Figure 1. Power grid (run 1).
Bar = 20 µm. Pins as bars on the die edge.
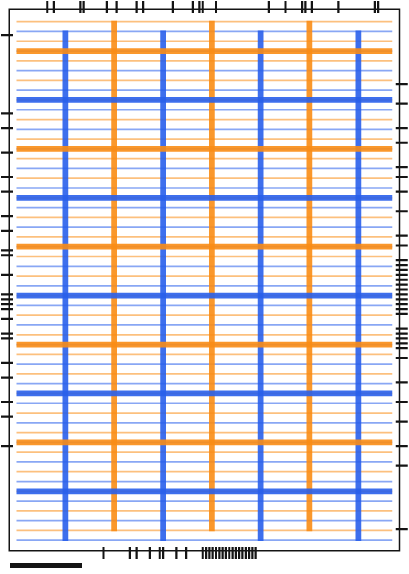
Figure 2. Placed cells, one colour a class (run 1).
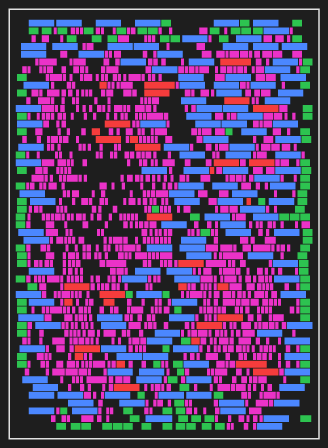
Figure 3. Clock network drawn from the DEF (run 1).
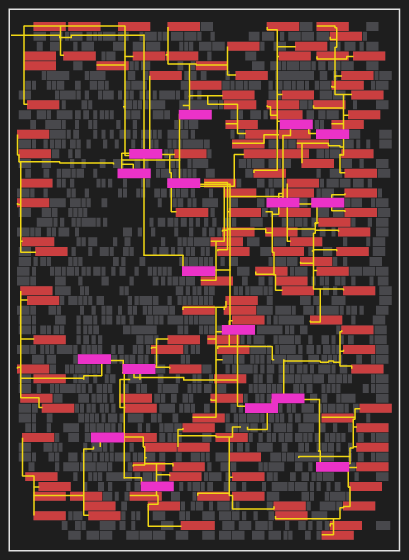
--- src/rtl/seq_fp_div_pkg.sv ---
// Shared definitions for the sequential single-precision divider:
// default bias and quotient length, IEEE-754 field widths, FSM state codes.
package seq_fp_div_pkg;

  localparam int unsigned FP_BIAS    = 127;
  localparam int unsigned FP_QBITS   = 25;
  localparam int unsigned EXP_W      = 8;
  localparam int unsigned MANT_W     = 23;
  localparam int unsigned SIG_W      = MANT_W + 1;
  localparam int unsigned EXP_CALC_W = 10;

  typedef logic [1:0] state_t;

  localparam state_t ST_IDLE = 2'd0;
  localparam state_t ST_DIV  = 2'd1;
  localparam state_t ST_NORM = 2'd2;
  localparam state_t ST_DONE = 2'd3;

endpackage

--- src/rtl/seq_fp_div_mant.sv ---
// Iterative restoring mantissa divider: q = floor((ma << (QBITS-1)) / mb),
// one quotient bit per cycle, MSB first.
// Ports: clk, rst (async, active-low), start (load ma/mb and begin),
//        ma/mb (24-bit significands with hidden bit), done_c (last bit this
//        cycle), q (quotient shift register).
module fp_div_mant
  import seq_fp_div_pkg::*;
#(
  parameter int unsigned QBITS = FP_QBITS
) (
  input  logic             clk,
  input  logic             rst,
  input  logic             start,
  input  logic [SIG_W-1:0] ma,
  input  logic [SIG_W-1:0] mb,
  output logic             done_c,
  output logic [QBITS-1:0] q
);

  localparam int unsigned CNT_W = $clog2(QBITS);

  logic [SIG_W:0]   rem;
  logic [SIG_W-1:0] div;
  logic [CNT_W-1:0] cnt;
  logic             busy;
  logic             ge;
  logic [SIG_W-1:0] diff;

  // Trial subtraction; remainder always stays below 2*mb so it fits SIG_W+1 bits.
  always_comb begin
    ge     = rem >= {1'b0, div};
    diff   = SIG_W'(rem - {1'b0, div});
    done_c = busy && (cnt == '0);
  end

  always_ff @(posedge clk or negedge rst) begin
    if (!rst) begin
      rem  <= '0;
      div  <= '0;
      cnt  <= '0;
      busy <= 1'b0;
      q    <= '0;
    end else if (start) begin
      rem  <= {1'b0, ma};
      div  <= mb;
      cnt  <= CNT_W'(QBITS - 1);
      busy <= 1'b1;
      q    <= '0;
    end else if (busy) begin
      rem <= ge ? {diff, 1'b0} : {rem[SIG_W-1:0], 1'b0};
      q   <= {q[QBITS-2:0], ge};
      if (cnt == '0) busy <= 1'b0;
      else           cnt  <= cnt - CNT_W'(1);
    end
  end

endmodule

--- src/rtl/seq_fp_div.sv ---
// Sequential IEEE-754 single-precision divider F = A / B (truncating, no NaN
// handling, denormals flushed). Latency QBITS+1 cycles from acceptance.
// Ports: clk, rst (async, active-low), in_valid/in_ready + A/B operands,
//        out_valid/out_ready + F quotient and dz divide-by-zero flag.
module seq_fp_div
  import seq_fp_div_pkg::*;
#(
  parameter int unsigned BIAS  = FP_BIAS,
  parameter int unsigned QBITS = FP_QBITS
) (
  input  logic        clk,
  input  logic        rst,
  input  logic        in_valid,
  output logic        in_ready,
  input  logic [31:0] A,
  input  logic [31:0] B,
  output logic        out_valid,
  input  logic        out_ready,
  output logic [31:0] F,
  output logic        dz
);

  state_t state, state_n;

  logic             sign_q;
  logic             bz_q;
  logic             az_q;
  logic [EXP_W-1:0] ea_q;
  logic [EXP_W-1:0] eb_q;

  logic             start_c;
  logic             mant_done_c;
  logic [QBITS-1:0] q;

  logic                  norm_lo_c;
  logic [EXP_CALC_W-1:0] e_c;
  logic [MANT_W-1:0]     frac_c;
  logic [31:0]           f_c;
  logic                  dz_c;

  assign start_c = (state == ST_IDLE) && in_valid;

  fp_div_mant #(.QBITS(QBITS)) u_mant (
    .clk    (clk),
    .rst    (rst),
    .start  (start_c),
    .ma     ({1'b1, A[MANT_W-1:0]}),
    .mb     ({1'b1, B[MANT_W-1:0]}),
    .done_c (mant_done_c),
    .q      (q)
  );

  // Next-state logic.
  always_comb begin
    state_n = state;
    case (state)
      ST_IDLE: if (in_valid)    state_n = ST_DIV;
      ST_DIV:  if (mant_done_c) state_n = ST_NORM;
      ST_NORM:                  state_n = ST_DONE;
      ST_DONE: if (out_ready)   state_n = ST_IDLE;
      default:                  state_n = ST_IDLE;
    endcase
  end

  // Normalization and special-case selection, evaluated in NORM.
  always_comb begin
    norm_lo_c = ~q[QBITS-1];
    e_c       = EXP_CALC_W'({2'b00, ea_q}) - EXP_CALC_W'({2'b00, eb_q})
              + EXP_CALC_W'(BIAS) - EXP_CALC_W'(norm_lo_c);
    frac_c    = q[QBITS-1] ? q[QBITS-2 -: MANT_W] : q[QBITS-3 -: MANT_W];
    f_c       = {sign_q, e_c[EXP_W-1:0], frac_c};
    dz_c      = 1'b0;
    if (bz_q) begin
      f_c  = {sign_q, {EXP_W{1'b1}}, {MANT_W{1'b0}}};
      dz_c = 1'b1;
    end else if (az_q) begin
      f_c = {sign_q, {(EXP_W + MANT_W){1'b0}}};
    end else if ($signed(e_c) <= $signed(EXP_CALC_W'(0))) begin
      f_c = {sign_q, {(EXP_W + MANT_W){1'b0}}};
    end else if ($signed(e_c) >= $signed(EXP_CALC_W'(255))) begin
      f_c = {sign_q, {EXP_W{1'b1}}, {MANT_W{1'b0}}};
    end
  end

  always_ff @(posedge clk or negedge rst) begin
    if (!rst) begin
      state     <= ST_IDLE;
      in_ready  <= 1'b1;
      out_valid <= 1'b0;
      F         <= '0;
      dz        <= 1'b0;
      sign_q    <= 1'b0;
      bz_q      <= 1'b0;
      az_q      <= 1'b0;
      ea_q      <= '0;
      eb_q      <= '0;
    end else begin
      state     <= state_n;
      in_ready  <= (state_n == ST_IDLE);
      out_valid <= (state_n == ST_DONE);
      // Sign and classification frozen at acceptance.
      if (start_c) begin
        sign_q <= A[31] ^ B[31];
        ea_q   <= A[30:23];
        eb_q   <= B[30:23];
        az_q   <= (A[30:23] == '0);
        bz_q   <= (B[30:23] == '0);
      end
      if (state == ST_NORM) begin
        F  <= f_c;
        dz <= dz_c;
      end
    end
  end

endmodule
--- config.mk ---
export PLATFORM = sky130hd
export DESIGN_NAME = seq_fp_div
export DESIGN_NICKNAME = d
export VERILOG_FILES = /design/src/rtl/seq_fp_div_pkg.sv /design/src/rtl/seq_fp_div_mant.sv /design/src/rtl/seq_fp_div.sv
export SDC_FILE = /design/constraint.sdc
export NUM_CORES = 1
export LEC_CHECK = 0
export ABC_AREA = 1
export ABC_CLOCK_PERIOD_IN_PS = 4290
export CAP_MARGIN = 15
export CORE_ASPECT_RATIO = 1.4
export CORE_MARGIN = 1.5
export CORE_UTILIZATION = 55
export DETAILED_ROUTE_END_ITERATION = 8
export PLACE_DENSITY = 0.75
export SETUP_SLACK_MARGIN = 0.2
export SLEW_MARGIN = 15
export SYNTH_ARGS = -nofsm -noshare
export SYNTH_HDL_FRONTEND = slang
export SYNTH_HIERARCHICAL = 1
export SYNTH_SLANG_ARGS = --single-unit
export TNS_END_PERCENT = 5
--- constraint.sdc ---
create_clock -name clk -period 4.29 [get_ports clk]
set_clock_uncertainty 0.1 [all_clocks]
set_input_delay 0.858 -clock clk [delete_from_list [all_inputs] [get_ports clk]]
set_output_delay 0.858 -clock clk [all_outputs]
set_load 0.01 [all_outputs]
==> reports/summary.txt, run 1 <==
Layout Cells excl Fill = 1423
worst-margin pin slew = 0.888 ns
status = completed
fin crit share = 86.5%
post-cts hold buffer count = 0
dominant logic cell type in the layout = nand2_1
CTS H-tree depth = 4
clock root buffer = clkbuf_16
Mux area share = 2.71%
clk sinks = 136
Cell Type Count = 52
initial antenna violation count = 0
Vias/cell = 5.32
XOR/XNOR Fraction of Synth Area = 1.85%
CTS resizes = 0
Setup Total Neg Slack = 0 ns
WL met1 = 8.67 mm
post-synthesis cell count = 1115
Total Routed Length = 21.3 mm
largest net degree at the start of global routing = 99
most frequent cells in the layout = nand2_1, inv_1, dfrtp_1
slowest CP cell = fa_1
critical path depth = 16
Final Wtd Congestion = 0.934
hold path startpoint = F[31]
M1 GR Usage = 31.3%
maximum capacitance violations = 0
fmax = 0.269 GHz
total CTS buffers = 17
largest stage delay on the critical path = 0.44 ns
layout cell share with drive strength beyond 1 = 8.29%
clk slew on worst S/H paths = 0.06 ns
grt ovf = 0
reg2reg end = F[7]
Setup Buffers After CTS = 0
Crit. End Element = flip-flop
Back to the opening pictures, Figure 1:
| colour | net |
|---|---|
| blue | VSS |
| orange | VDD |
met4 straps: 7
rows: 53
signal pins: 103
met1 rails: 54
met5 straps: 10
Die W: 108 µm
Core ar.: 0.0151 mm²

Back to the opening pictures, Figure 2:
| colour | class | cells | share of their area |
|---|---|---|---|
| magenta | remaining logic cells | 950 | 49% |
| red | clock drivers and dummy loads | 32 | 6.1% |
| blue | registers | 136 | 34% |
| green | remaining buffers and delay cells | 113 | 11% |
Cell Rows: 53
Final Util: 68.6%
final instance area: 0.0103 mm²
flop share of the area: 33.0%

Back to the opening pictures, Figure 3:
[red] flip-flops | count: 136
[magenta] clock-net drivers | count: 17
[yellow] clock wires | length: 1780 µm
routed clock nets: 18

run 1: cell usage after synthesis, types with 3 or more instances:
cell type	number	area (µm²)
dfrtp_1	135	3380
xnor2_1	11	96.3
a22oi_1	17	128
clkinv_1	5	18.8
o21ai_0	54	270
o21bai_1	6	45.0
nand4_1	21	131
a21oi_1	33	165
nand3_1	54	270
o21ai_1	15	75.1
nand3_2	5	50.1
nand3b_1	3	22.5
xor2_1	7	61.3
ha_1	42	526
o21ai_2	20	175
fa_1	3	60.1
inv_2	4	15.0
nor2_1	70	263
a31oi_1	3	18.8
nor3_1	6	30.0
nand2_1	325	1220
nand2_2	10	62.6
inv_1	160	601
clkbuf_1	22	82.6
o22ai_1	23	144
mux2i_1	23	230
a21oi_2	3	26.3
buf_6	4	45.0
run 1: state kept, by name, summed over array words and instances, names as in the netlist:
| name | cells |
|---|---|
| F | 32 |
| az_q | 1 |
| bz_q | 1 |
| dz | 1 |
| ea_q | 8 |
| eb_q | 8 |
| in_ready | 1 |
| out_valid | 1 |
| sign_q | 1 |
| state | 2 |
| u_mant/busy | 1 |
| u_mant/cnt | 5 |
| u_mant/div | 24 |
| u_mant/q | 25 |
| u_mant/rem | 25 |
run 1: final cells by class:
cell class,count,area [µm²]
clock buffer,17,425
clock inverter,15,191
fill,1302,4730
inverter,169,634
multi-input combinational,781,4320
sequential,136,3400
tap,192,240
timing repair buffer,113,1100
run 1: stage by stage:
stage | setup slack, ns | utilization (%)
floorplan | 1.12 | -
CTS | 0.561 | 68.6
global route | 0.328 | 68.6
global placement | 0.794 | 64.5
finish | 0.579 | 68.6
detailed placement | 0.682 | 64.5
Figure 4. Metal layers overlaid (run 1).
Bar = 20 µm.
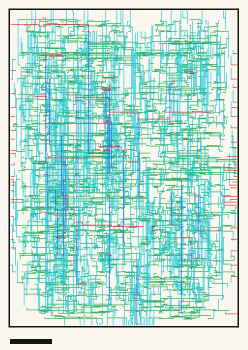

==> run 1 -> run 2 <==
--- a/config.mk
+++ b/config.mk
@@ -9,10 +9,10 @@
 export ABC_CLOCK_PERIOD_IN_PS = 4290
 export CAP_MARGIN = 15
 export CORE_ASPECT_RATIO = 1.4
-export CORE_MARGIN = 1.5
-export CORE_UTILIZATION = 55
+export CORE_MARGIN = 10
+export CORE_UTILIZATION = 39
 export DETAILED_ROUTE_END_ITERATION = 8
-export PLACE_DENSITY = 0.75
+export PLACE_DENSITY = 0.55
 export SETUP_SLACK_MARGIN = 0.2
 export SLEW_MARGIN = 15
 export SYNTH_ARGS = -nofsm -noshare
Figure 5. Metal layers overlaid (run 2).
Bar = 50 µm.
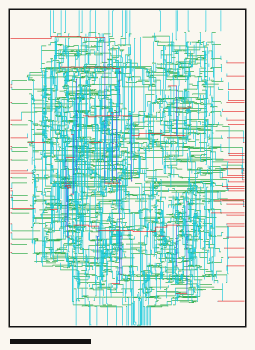
| colour | layer | wire length |
|---|---|---|
| cyan | M2 | 11600 µm |
| green | M1 | 9370 µm |
| blue | M4 | 629 µm |
| red | M3 | 772 µm |
Vias: 7363
Wirelength per Cell: 14.7 µm
Total Routed Length: 22.4 mm
overall global routing resource usage: 16.6%

Figure 6. Power grid (run 2).
Bar = 50 µm. Pins as bars on the die edge.
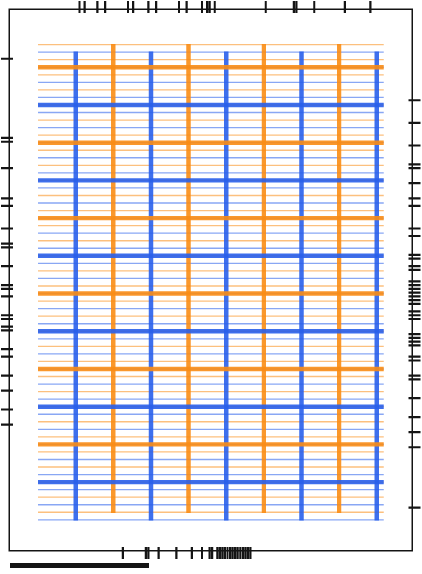
| colour | net |
|---|---|
| blue | VSS |
| orange | VDD |
met5 straps: 12
signal pins: 103
Die W: 145 µm

==> reports/summary.txt, run 2 <==
initial antenna violation count = 0
Largest register FFs = 32
total CTS buffers = 17
Final Wtd Congestion = 0.916
XOR/XNOR Fraction of Synth Area = 1.85%
CTS resizes = 0
CTS H-tree depth = 4
status = completed
maximum capacitance violations = 0
MI comb cells = 781
flip-flop and latch count = 136
combinational share of cell area = 41.5%
Mux area share = 2.71%
fmax = 0.280 GHz
dominant logic cell type in the layout = nand2_1
Non-clk invs = 169
top cells by count = nand2_1, inv_1, dfrtp_1
flip-flop and latch area = 0.00340 mm²
clock buf count = 17
Cell Type Count = 52
clock network area share = 5.80%
Figure 7. Placed cells, one colour a class (run 2).
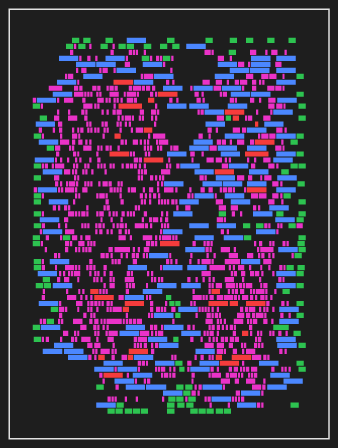
| colour | class | cells | share of their area |
|---|---|---|---|
| green | remaining buffers and delay cells | 110 | 11% |
| red | clock drivers and dummy loads | 32 | 6.0% |
| blue | registers | 136 | 34% |
| magenta | remaining logic cells | 950 | 49% |
flop share of the area: 32.6%
Core ar.: 0.0214 mm²
Final Util: 48.8%

-- run 2: netlist changes by cell type in the layout (fill, tap and decap cells not counted), sizes merged --
cell | before | now
inv | 171 | 175
buf | 12 | 9
clkinv | 9 | 6
bufinv | 3 | 2
-- run 2: layer usage --
metal / global-route usage, % / vias to the layer above
met5: 0 / -
met4: 7.33 / 0
met3: 2.95 / 36
met2: 29.6 / 115
met1: 18.6 / 3415
li1: - / 3797
-- run 2: metrics by stage --
step           setup WS [ns]  area [µm²]
2_1_floorplan           1.12        8510
3_3_place_gp           0.773        9820
3_5_place_dp           0.692        9820
4_1_cts                0.682       10400
5_1_grt                0.358       10400
6_report               0.715       10400
-- run 2: worst min-delay path by stage --
| stage | start | cells past startpoint | to | slack (ns) |
|---|---|---|---|---|
| global route | rst | 1 | F[30] | 0.35 |
| floorplan | u_mant/div[0] | 2 | u_mant/div[0] | 0.35 |
| detailed placement | sign_q | 2 | F[31] | 0.37 |
| CTS | rst | 1 | dz | 0.33 |
| finish | rst | 1 | dz | 0.30 |
| global placement | F[31] | 2 | F[31] | 0.36 |
-- run 2: kinds of logic after synthesis --
| logic type | after synthesis |
|---|---|
| xor gates and xnor gates | 18 |
| DFF | 136 |
| and+or+nand+nor | 512 |
| AOI/OAI and AO/OA | 181 |
| muxes | 23 |
| other | 1 |
| buffers and inverters | 199 |
| adders and majority gates | 45 |
